**src/rtl/mem_bus_arbiter.sv**
```systemverilog
// mem_bus_arbiter
// Two-master / one-slave arbiter in front of the data-side memory map.
// M0 is the core load/store port, M1 a secondary master (boot loader, DMA).
// A grant FSM (IDLE, GNT0, GNT1) with round-robin priority issues one
// request/ready transaction at a time. The winner receives read data plus a
// one-cycle acknowledge.
//
// Ports
//   clk, rst                  clock and asynchronous active-high reset
//   mX_req/we/addr/wdata      master X request (held until ack), direction,
//                             byte address and write data
//   mX_ack/rdata/err          completion pulse, read data (held until the
//                             next ack to that master), timeout flag
//   m0_stall                  m0_req & ~m0_ack; freezes the core PC
//   s_we/s_re/s_addr/s_wdata  slave strobes and latched address/data
//   s_rdata/s_ready           slave read data and completion
//
// Build option ARB_TIMEOUT_EN: enables a per-grant wait counter. When it
// reaches TIMEOUT the transaction is abandoned and acked with err = 1 and
// rdata = 0. Without the option a grant waits forever and err is tied 0.
module mem_bus_arbiter #(
    parameter int DATA_WIDTH = 32,
    parameter int ADDR_WIDTH = 32,
    parameter int TIMEOUT    = 255
) (
    input  logic                  clk,
    input  logic                  rst,
    input  logic                  m0_req,
    input  logic                  m0_we,
    input  logic [ADDR_WIDTH-1:0] m0_addr,
    input  logic [DATA_WIDTH-1:0] m0_wdata,
    output logic                  m0_ack,
    output logic [DATA_WIDTH-1:0] m0_rdata,
    output logic                  m0_err,
    output logic                  m0_stall,
    input  logic                  m1_req,
    input  logic                  m1_we,
    input  logic [ADDR_WIDTH-1:0] m1_addr,
    input  logic [DATA_WIDTH-1:0] m1_wdata,
    output logic                  m1_ack,
    output logic [DATA_WIDTH-1:0] m1_rdata,
    output logic                  m1_err,
    output logic                  s_we,
    output logic                  s_re,
    output logic [ADDR_WIDTH-1:0] s_addr,
    output logic [DATA_WIDTH-1:0] s_wdata,
    input  logic [DATA_WIDTH-1:0] s_rdata,
    input  logic                  s_ready
);

    typedef enum logic [1:0] {
        IDLE = 2'd0,
        GNT0 = 2'd1,
        GNT1 = 2'd2
    } state_t;

    state_t                state_q, state_d;
    logic                  last_gnt_q, last_gnt_d;
    logic                  s_we_q, s_we_d;
    logic                  s_re_q, s_re_d;
    logic [ADDR_WIDTH-1:0] s_addr_q, s_addr_d;
    logic [DATA_WIDTH-1:0] s_wdata_q, s_wdata_d;
    logic                  m0_ack_q, m0_ack_d;
    logic                  m1_ack_q, m1_ack_d;
    logic [DATA_WIDTH-1:0] m0_rdata_q, m0_rdata_d;
    logic [DATA_WIDTH-1:0] m1_rdata_q, m1_rdata_d;

`ifdef ARB_TIMEOUT_EN
    localparam int CNT_W = $clog2(TIMEOUT + 1);
    logic [CNT_W-1:0] cnt_q, cnt_d;
    logic             m0_err_q, m0_err_d;
    logic             m1_err_q, m1_err_d;
`endif

    // Next-state, grant latching and completion routing
    always_comb begin
        state_d    = state_q;
        last_gnt_d = last_gnt_q;
        s_we_d     = s_we_q;
        s_re_d     = s_re_q;
        s_addr_d   = s_addr_q;
        s_wdata_d  = s_wdata_q;
        m0_ack_d   = 1'b0;
        m1_ack_d   = 1'b0;
        m0_rdata_d = m0_rdata_q;
        m1_rdata_d = m1_rdata_q;
`ifdef ARB_TIMEOUT_EN
        cnt_d      = cnt_q;
        m0_err_d   = 1'b0;
        m1_err_d   = 1'b0;
`endif
        case (state_q)
            IDLE: begin
`ifdef ARB_TIMEOUT_EN
                cnt_d = {CNT_W{1'b0}};
`endif
                // On a contest, M0 wins unless it was the last master served.
                if (m0_req && (!m1_req || last_gnt_q)) begin
                    state_d    = GNT0;
                    last_gnt_d = 1'b0;
                    s_we_d     = m0_we;
                    s_re_d     = ~m0_we;
                    s_addr_d   = m0_addr;
                    s_wdata_d  = m0_wdata;
                end else if (m1_req) begin
                    state_d    = GNT1;
                    last_gnt_d = 1'b1;
                    s_we_d     = m1_we;
                    s_re_d     = ~m1_we;
                    s_addr_d   = m1_addr;
                    s_wdata_d  = m1_wdata;
                end else begin
                    state_d = IDLE;
                end
            end
            GNT0, GNT1: begin
                if (s_ready) begin
                    // A ready in the same cycle as the timeout limit completes normally.
                    state_d = IDLE;
                    s_we_d  = 1'b0;
                    s_re_d  = 1'b0;
                    if (state_q == GNT1) begin
                        m1_ack_d = 1'b1;
                        if (s_re_q) begin
                            m1_rdata_d = s_rdata;
                        end else begin
                            m1_rdata_d = m1_rdata_q;
                        end
                    end else begin
                        m0_ack_d = 1'b1;
                        if (s_re_q) begin
                            m0_rdata_d = s_rdata;
                        end else begin
                            m0_rdata_d = m0_rdata_q;
                        end
                    end
                end
`ifdef ARB_TIMEOUT_EN
                else if (cnt_q == CNT_W'(TIMEOUT)) begin
                    state_d = IDLE;
                    s_we_d  = 1'b0;
                    s_re_d  = 1'b0;
                    if (state_q == GNT1) begin
                        m1_ack_d   = 1'b1;
                        m1_err_d   = 1'b1;
                        m1_rdata_d = {DATA_WIDTH{1'b0}};
                    end else begin
                        m0_ack_d   = 1'b1;
                        m0_err_d   = 1'b1;
                        m0_rdata_d = {DATA_WIDTH{1'b0}};
                    end
                end else begin
                    cnt_d = cnt_q + CNT_W'(1);
                end
`else
                else begin
                    state_d = state_q;
                end
`endif
            end
            default: begin
                state_d = IDLE;
                s_we_d  = 1'b0;
                s_re_d  = 1'b0;
            end
        endcase
    end

    // State and output registers
    always_ff @(posedge clk or posedge rst) begin
        if (rst) begin
            state_q    <= IDLE;
            last_gnt_q <= 1'b1;
            s_we_q     <= 1'b0;
            s_re_q     <= 1'b0;
            s_addr_q   <= {ADDR_WIDTH{1'b0}};
            s_wdata_q  <= {DATA_WIDTH{1'b0}};
            m0_ack_q   <= 1'b0;
            m1_ack_q   <= 1'b0;
            m0_rdata_q <= {DATA_WIDTH{1'b0}};
            m1_rdata_q <= {DATA_WIDTH{1'b0}};
`ifdef ARB_TIMEOUT_EN
            cnt_q      <= {CNT_W{1'b0}};
            m0_err_q   <= 1'b0;
            m1_err_q   <= 1'b0;
`endif
        end else begin
            state_q    <= state_d;
            last_gnt_q <= last_gnt_d;
            s_we_q     <= s_we_d;
            s_re_q     <= s_re_d;
            s_addr_q   <= s_addr_d;
            s_wdata_q  <= s_wdata_d;
            m0_ack_q   <= m0_ack_d;
            m1_ack_q   <= m1_ack_d;
            m0_rdata_q <= m0_rdata_d;
            m1_rdata_q <= m1_rdata_d;
`ifdef ARB_TIMEOUT_EN
            cnt_q      <= cnt_d;
            m0_err_q   <= m0_err_d;
            m1_err_q   <= m1_err_d;
`endif
        end
    end

    assign s_we     = s_we_q;
    assign s_re     = s_re_q;
    assign s_addr   = s_addr_q;
    assign s_wdata  = s_wdata_q;
    assign m0_ack   = m0_ack_q;
    assign m1_ack   = m1_ack_q;
    assign m0_rdata = m0_rdata_q;
    assign m1_rdata = m1_rdata_q;
    assign m0_stall = m0_req & ~m0_ack_q;
`ifdef ARB_TIMEOUT_EN
    assign m0_err   = m0_err_q;
    assign m1_err   = m1_err_q;
`else
    assign m0_err   = 1'b0;
    assign m1_err   = 1'b0;
`endif

endmodule

```
**config.mk**
```make
export PLATFORM = sky130hd
export DESIGN_NAME = mem_bus_arbiter
export DESIGN_NICKNAME = d
export VERILOG_FILES = /design/src/rtl/mem_bus_arbiter.sv
export SDC_FILE = /design/constraint.sdc
export NUM_CORES = 1
export LEC_CHECK = 0
export ABC_AREA = 1
export CORE_MARGIN = 2
export CORE_UTILIZATION = 44
export CTS_CLUSTER_DIAMETER = 150
export DETAILED_ROUTE_END_ITERATION = 8
export PLACE_DENSITY = 0.88
export RECOVER_POWER = 100
export SYNTH_ARGS = -nofsm -noshare
export SYNTH_HDL_FRONTEND = slang
export SYNTH_SLANG_ARGS = --single-unit
```
**constraint.sdc**
```tcl
create_clock -name clk -period 8.9 [get_ports clk]
set_clock_uncertainty 0.2 [all_clocks]
set_input_delay 0.89 -clock clk [delete_from_list [all_inputs] [get_ports clk]]
set_output_delay 0.89 -clock clk [all_outputs]
set_load 0.01 [all_outputs]
```
**Run 1: the metal 3 layer**

Scale bar: 20 um.
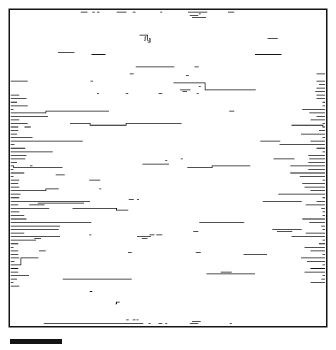
161 nets have wire on it. The layer carries 1170 um of wire. The longest straight run is 38.0 um. The wires run mostly horizontal.

**Run 1: sequential cells grouped by signal name**

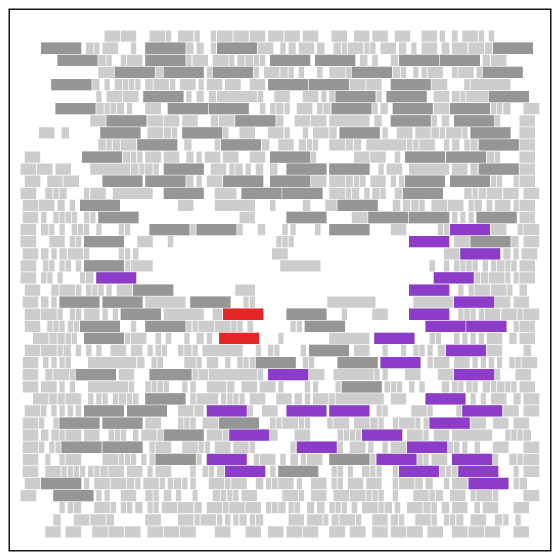
Red marks state_q, sequential cells 2. Purple marks s_wdata, sequential cells 32.
Another 101 sequential cells are not coloured.

==> metrics.csv, run 1 <==
metric;value;unit
power-top-group;combinational cells;
grt-ovfl-total;0;
cpMostUsedCell;nand2_1;
grt_usage;25.7;%
gp_congestion;0.836;
hold_start;s_wdata[7]$_DFFE_PP0P_;
grt_antenna_before_repair;1;
nWellTaps;176;
ant_nets;0;
hold_buffers;0;
critPathMaxStageDelay;1.67;ns
clkTransAtPathRegs;0.05;ns
multiInputCombCellCount;549;
crit_chain;dlygate4sd3_1 > nand2_1 > nand2_1 > nand2_1 > nand2_2 > buf_4 > inv_1 > nand2_1 > nand2_1;
core;13300;um^2
maxSlewViolCount;409;
synth_cells;775;
rows;42;
grt_pass1_wl;29300;um
seqCellArea;3380;um^2
synthFlopType;dfrtp_1;
maxCapViolations;6;
first_pass_iters;5;
max_freq;0.183;GHz
htree_levels;4;
wl;18600;um
largest_class;sequential cells;
p_comb;1350;uW
n_clock_buffer;23;
synth-compound-area-share;5.54;%
r2r_slack;4.01;ns
num-fill-cells;1020;
grt_max_degree;73;
hpwl;13000;um
syn_to_final_growth;59.1;%
synth.distinct_cells;21;
internal_power;2030;uW
wl_met3;1170;um
yosys.cell_count.top_type;nand2_1;
path_buffers;3;
rsz0062_at_grt;false;
inverters;42;
warnings;27;
cts_setup_buffers;0;
tritoncts;yes;
finalSetupViolations;0;
p_switching;1120;uW
vias;6069;
cp_top_family;simple AND/OR/NAND/NOR gates;
ir_drop;213;uV
p_seq;1060;uW
clockNetworkAreaShare;6.55;%
use_met3;8.18;%
min_to;s_wdata[7]$_DFFE_PP0P_;
syn_area_per_cell;7.84;um^2
vias_per_cell;4.90;
logic_family;simple AND/OR/NAND/NOR gates;
total_power;3150;uW
cts-root-buf;clkbuf_16;
seq_area_share;35.0;%
violations;max-capacitance violations, max-slew violations;
yosys.area.top_type_share;55.2;%
chip_area;14800;um^2
clock_latency;0.41;ns
n_antenna_cell;1;
simple_gate_area_share;31.2;%
layout.nonclk_buf_share;31.2;%
status;complete, but fails checks;
edf_count;0;
drc_errors;0;
flops;135;
setup_tns;0;ns
worstSetupStartpointType;input pin;
area_leaders;dfrtp_1 (55%), nand2_1 (25%), nand3_1 (5.4%), o21ai_0 (5.4%), inv_1 (2.5%);
pwr_density_cell;326;nW/um^2
yosysSeqAreaShare;55.6;%
cts-buffers-inserted;17;
r2r_start;last_gnt_q$_DFFE_PP1P_;
pwr-share-comb;42.8;%
hold_viol_final;0;
setup_slack;3.44;ns
yosys_area;6070;um^2
buffers;303;
drive_gt1_share;3.49;%
ys_warn_count;0;
period_minus_slack;5.46;ns
dr_wl_met2;9360;um
lay_top_cells;nand2_1 (407), clkdlybuf4s50_1 (163), dlygate4sd3_1 (135);
mostFrequentLayoutCell;nand2_1;
end_kind;flop;
path_depth;9;
grt_pass1_vias;6007;
postLayoutCoreUtil;72.4;%
r2r_cells;9;
placed_area;9050;um^2
relSlewSlack;-101;%
whs_path_depth;2;
synth_area;6070;um^2
io_pins;302;
fin_cells;1238;
adder_share;0.412;%
cpMaxStageDelayCell;nand2_1;
wl_met1;7290;um
critical_path.max_fanout;72;
synth.area.mux_share;0;%
whs;0.269;ns
port_buffers;299;
tightestPinTransition;3.00;ns
synthTopCellsByCount;nand2_1 (405), dfrtp_1 (134), nand3_1 (66), o21ai_0 (65), inv_1 (41);
layout.nets;1217;
clkPwrFrac;23.5;%
required;8.99;ns
cp.arrival;5.55;ns
worstHoldPathType;flop to flop;
period_used_share;61.4;%
crit_end;s_addr[13]$_DFFE_PP0P_;
fp_util;45.5;%
**Run 1: congestion heat map**

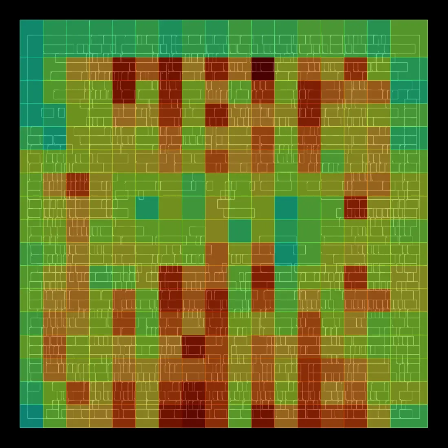
met2 usage: 43.4%
M1 GR Usage: 29.6%
GR peak layer: met2
WL/cell: 15.0 um

**Run 1: signal wires on met2**

Cells faint in the background.
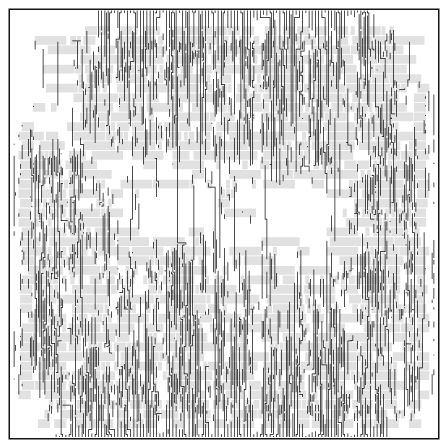
The layer holds 50% of the routed length. The longest straight run is 51.3 um.

**Run 1: gate-type map**

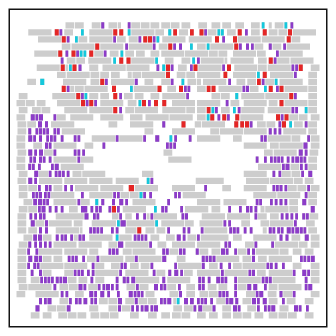

==> inputs of run 2 (changes only) <==
--- a/config.mk
+++ b/config.mk
@@ -7,10 +7,10 @@
 export LEC_CHECK = 0
 export ABC_AREA = 1
 export CORE_MARGIN = 2
-export CORE_UTILIZATION = 44
+export CORE_UTILIZATION = 41
 export CTS_CLUSTER_DIAMETER = 150
 export DETAILED_ROUTE_END_ITERATION = 8
-export PLACE_DENSITY = 0.88
+export PLACE_DENSITY = 0.83
 export RECOVER_POWER = 100
 export SYNTH_ARGS = -nofsm -noshare
 export SYNTH_HDL_FRONTEND = slang
==> constraint.sdc (replaced) <==
create_clock -name clk -period 5.2 [get_ports clk]
set_clock_uncertainty 0.2 [all_clocks]
set_input_delay 0.52 -clock clk [delete_from_list [all_inputs] [get_ports clk]]
set_output_delay 0.52 -clock clk [all_outputs]
set_load 0.01 [all_outputs]
**Run 2: gate-type map**

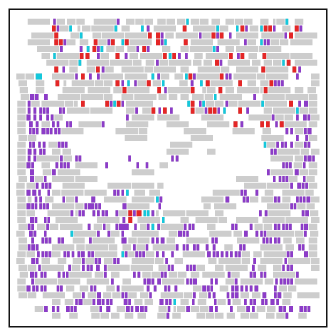
Purple marks nand cells, cells 476, where spread over the die. Cyan marks inv cells, cells 42. Red marks aoi and oai cells, cells 67.
Comb area share: 23.3%
most common logic cell in the routed design: nand2_1

**Run 2: the metal 3 layer**

Scale bar: 50 um.
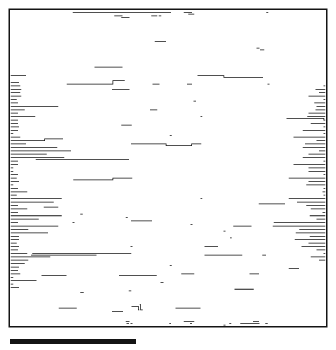
The layer holds 6.3% of the routed length. The longest straight run is 39.1 um. The wires run mostly horizontal. The layer carries 1170 um of wire. 152 nets have wire on it.
met3 Use GR: 5.48%
via count: 5958
Total Wirelength: 18400 um

==> run 2 against run 1 <==
Against the previous run:
- the flow still finishes with violations (max-capacitance violations, max-slew violations)
- global-route usage fell by 2.3 points
- highest routed layer unchanged
- via count shrank 1.8%
- cell count rose by 0.57%
- synthesized area stayed put
- utilization down 5.5 points
- worst setup slack worse by 1.8 ns
- first-iteration DRC count grew 25%
- synthesized cell count is the same
- critical path type unchanged
- wire length down 0.89%
==> metrics.csv, run 2 <==
metric;value;unit;change
clockNetworkAreaShare;6.65;%;+0.098 points
layout.nets;1217;;unchanged
clock_net_power;1300;uW;
synthFlopType;dfrtp_1;;
pwr_density_cell;559;nW/um^2;+71%
multiInputCombCellCount;549;;unchanged
largest_class;sequential cells;;
grt_pass1_wl;29600;um;+1.2%
grt_usage;23.4;%;-2.3 points
tritoncts;yes;;
ir_drop;252;uV;+19%
maxCapViolations;4;;-2
rows;44;;+4.8%
seqCellArea;3380;um^2;unchanged
r2r_cells;8;;-1
simple_gate_area_share;31.2;%;unchanged
core;14500;um^2;+8.5%
p_seq;1810;uW;+71%
grt_max_degree;109;;+49%
grt-busiest-layer;met2;;
period_minus_slack;3.57;ns;
cts_setup_buffers;0;;unchanged
io_pins;302;;unchanged
chip_area;15800;um^2;+7.1%
n_clock_buffer;25;;+8.7%
p_switching;1920;uW;+72%
lay_top_cells;nand2_1 (407), clkdlybuf4s50_1 (164), dlygate4sd3_1 (134), dfrtp_1 (134), nand3_1 (66);;
area_leaders;dfrtp_1 (55%), nand2_1 (25%), nand3_1 (5.4%), o21ai_0 (5.4%), inv_1 (2.5%);;
clkPwrFrac;24.0;%;+0.5 points
status;complete, but fails checks;;
nWellTaps;184;;+4.5%
period_used_share;68.6;%;
violations;max-capacitance violations, max-slew violations;;
placed_area;9060;um^2;+0.11%
grt_antenna_before_repair;0;;-1
synth.area.mux_share;0;%;unchanged
yosysSeqAreaShare;55.6;%;unchanged
setup_slack;1.63;ns;-1.81 ns
flops;135;;unchanged
warnings;29;;+7.4%
seq_area_share;34.9;%;-0.099 points
n_antenna_cell;0;;-1
critical_path.max_fanout;72;;unchanged
yosys.cell_count.top_type;nand2_1;;
cts-root-buf;clkbuf_16;;
first_pass_iters;4;;-1
inverters;42;;unchanged
adder_share;0.412;%;unchanged
vias_per_cell;4.79;;-2.4%
drc_errors;0;;unchanged
syn_area_per_cell;7.84;um^2;unchanged
dr_wl_met2;9080;um;-3.0%
cts-buffers-inserted;17;;unchanged
path_buffers;2;;-1
ant_nets;0;;unchanged
tightestPinTransition;2.26;ns;-0.740 ns
r2r_start;last_gnt_q$_DFFE_PP1P_;;
syn_to_final_growth;59.6;%;
synthTopCellsByCount;nand2_1 (405), dfrtp_1 (134), nand3_1 (66), o21ai_0 (65), inv_1 (41);;
cp_top_family;buffers and inverters;;
maxSlewViolCount;305;;-25%
worstSetupStartpointType;input pin;;
required;5.34;ns;-3.65 ns
fin_cells;1245;;+0.57%
power-top-group;combinational cells;;
ys_warn_count;0;;unchanged
hold_buffers;0;;unchanged
clkTransAtPathRegs;0.06;ns;about the same
total_power;5420;uW;+72%
crit_chain;dlygate4sd3_1 > nand2_1 > nand2_4 > nand2_1 > nand2_1 > inv_1 > nand2_1 > nand2_1;;
synth_area;6070;um^2;unchanged
logic_family;simple AND/OR/NAND/NOR gates;;
grt-ovfl-total;0;;unchanged
drive_gt1_share;3.49;%;unchanged
fp_util;41.9;%;-3.6 points
cpMostUsedCell;nand2_1;;
buffers;303;;unchanged
whs_path_depth;2;;unchanged
hold_start;s_wdata[29]$_DFFE_PP0P_;;
relSlewSlack;-51.0;%;+50 points
cpMaxStageDelayCell;inv_1;;
postLayoutCoreUtil;66.9;%;-5.5 points
synth-compound-area-share;5.54;%;unchanged
end_kind;flop;;
synth.distinct_cells;21;;unchanged
rsz0062_at_grt;false;;
min_to;s_wdata[29]$_DFFE_PP0P_;;
crit_end;s_wdata[27]$_DFFE_PP0P_;;
pwr-share-comb;42.6;%;-0.2 points
synth_cells;775;;unchanged
p_comb;2310;uW;+71%
hold_viol_final;0;;unchanged
wl_met3;1170;um;-0.43%
max_freq;0.280;GHz;
worstHoldPathType;flop to flop;;
grt_pass1_vias;5881;;-2.1%
hpwl;12700;um;-2.3%
num-fill-cells;1175;;+15%
**Run 2: congestion heat map**

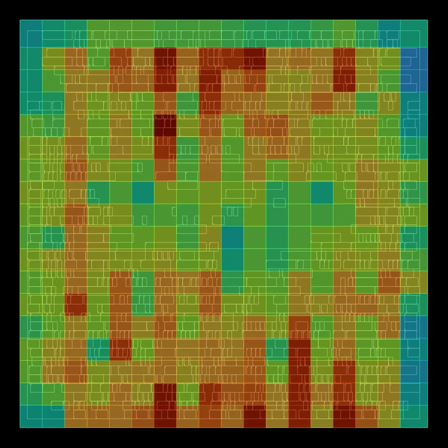
met2 usage: 39.7%
WL/cell: 14.8 um

No activity file was given, so power comes from the tool's default toggle rates.
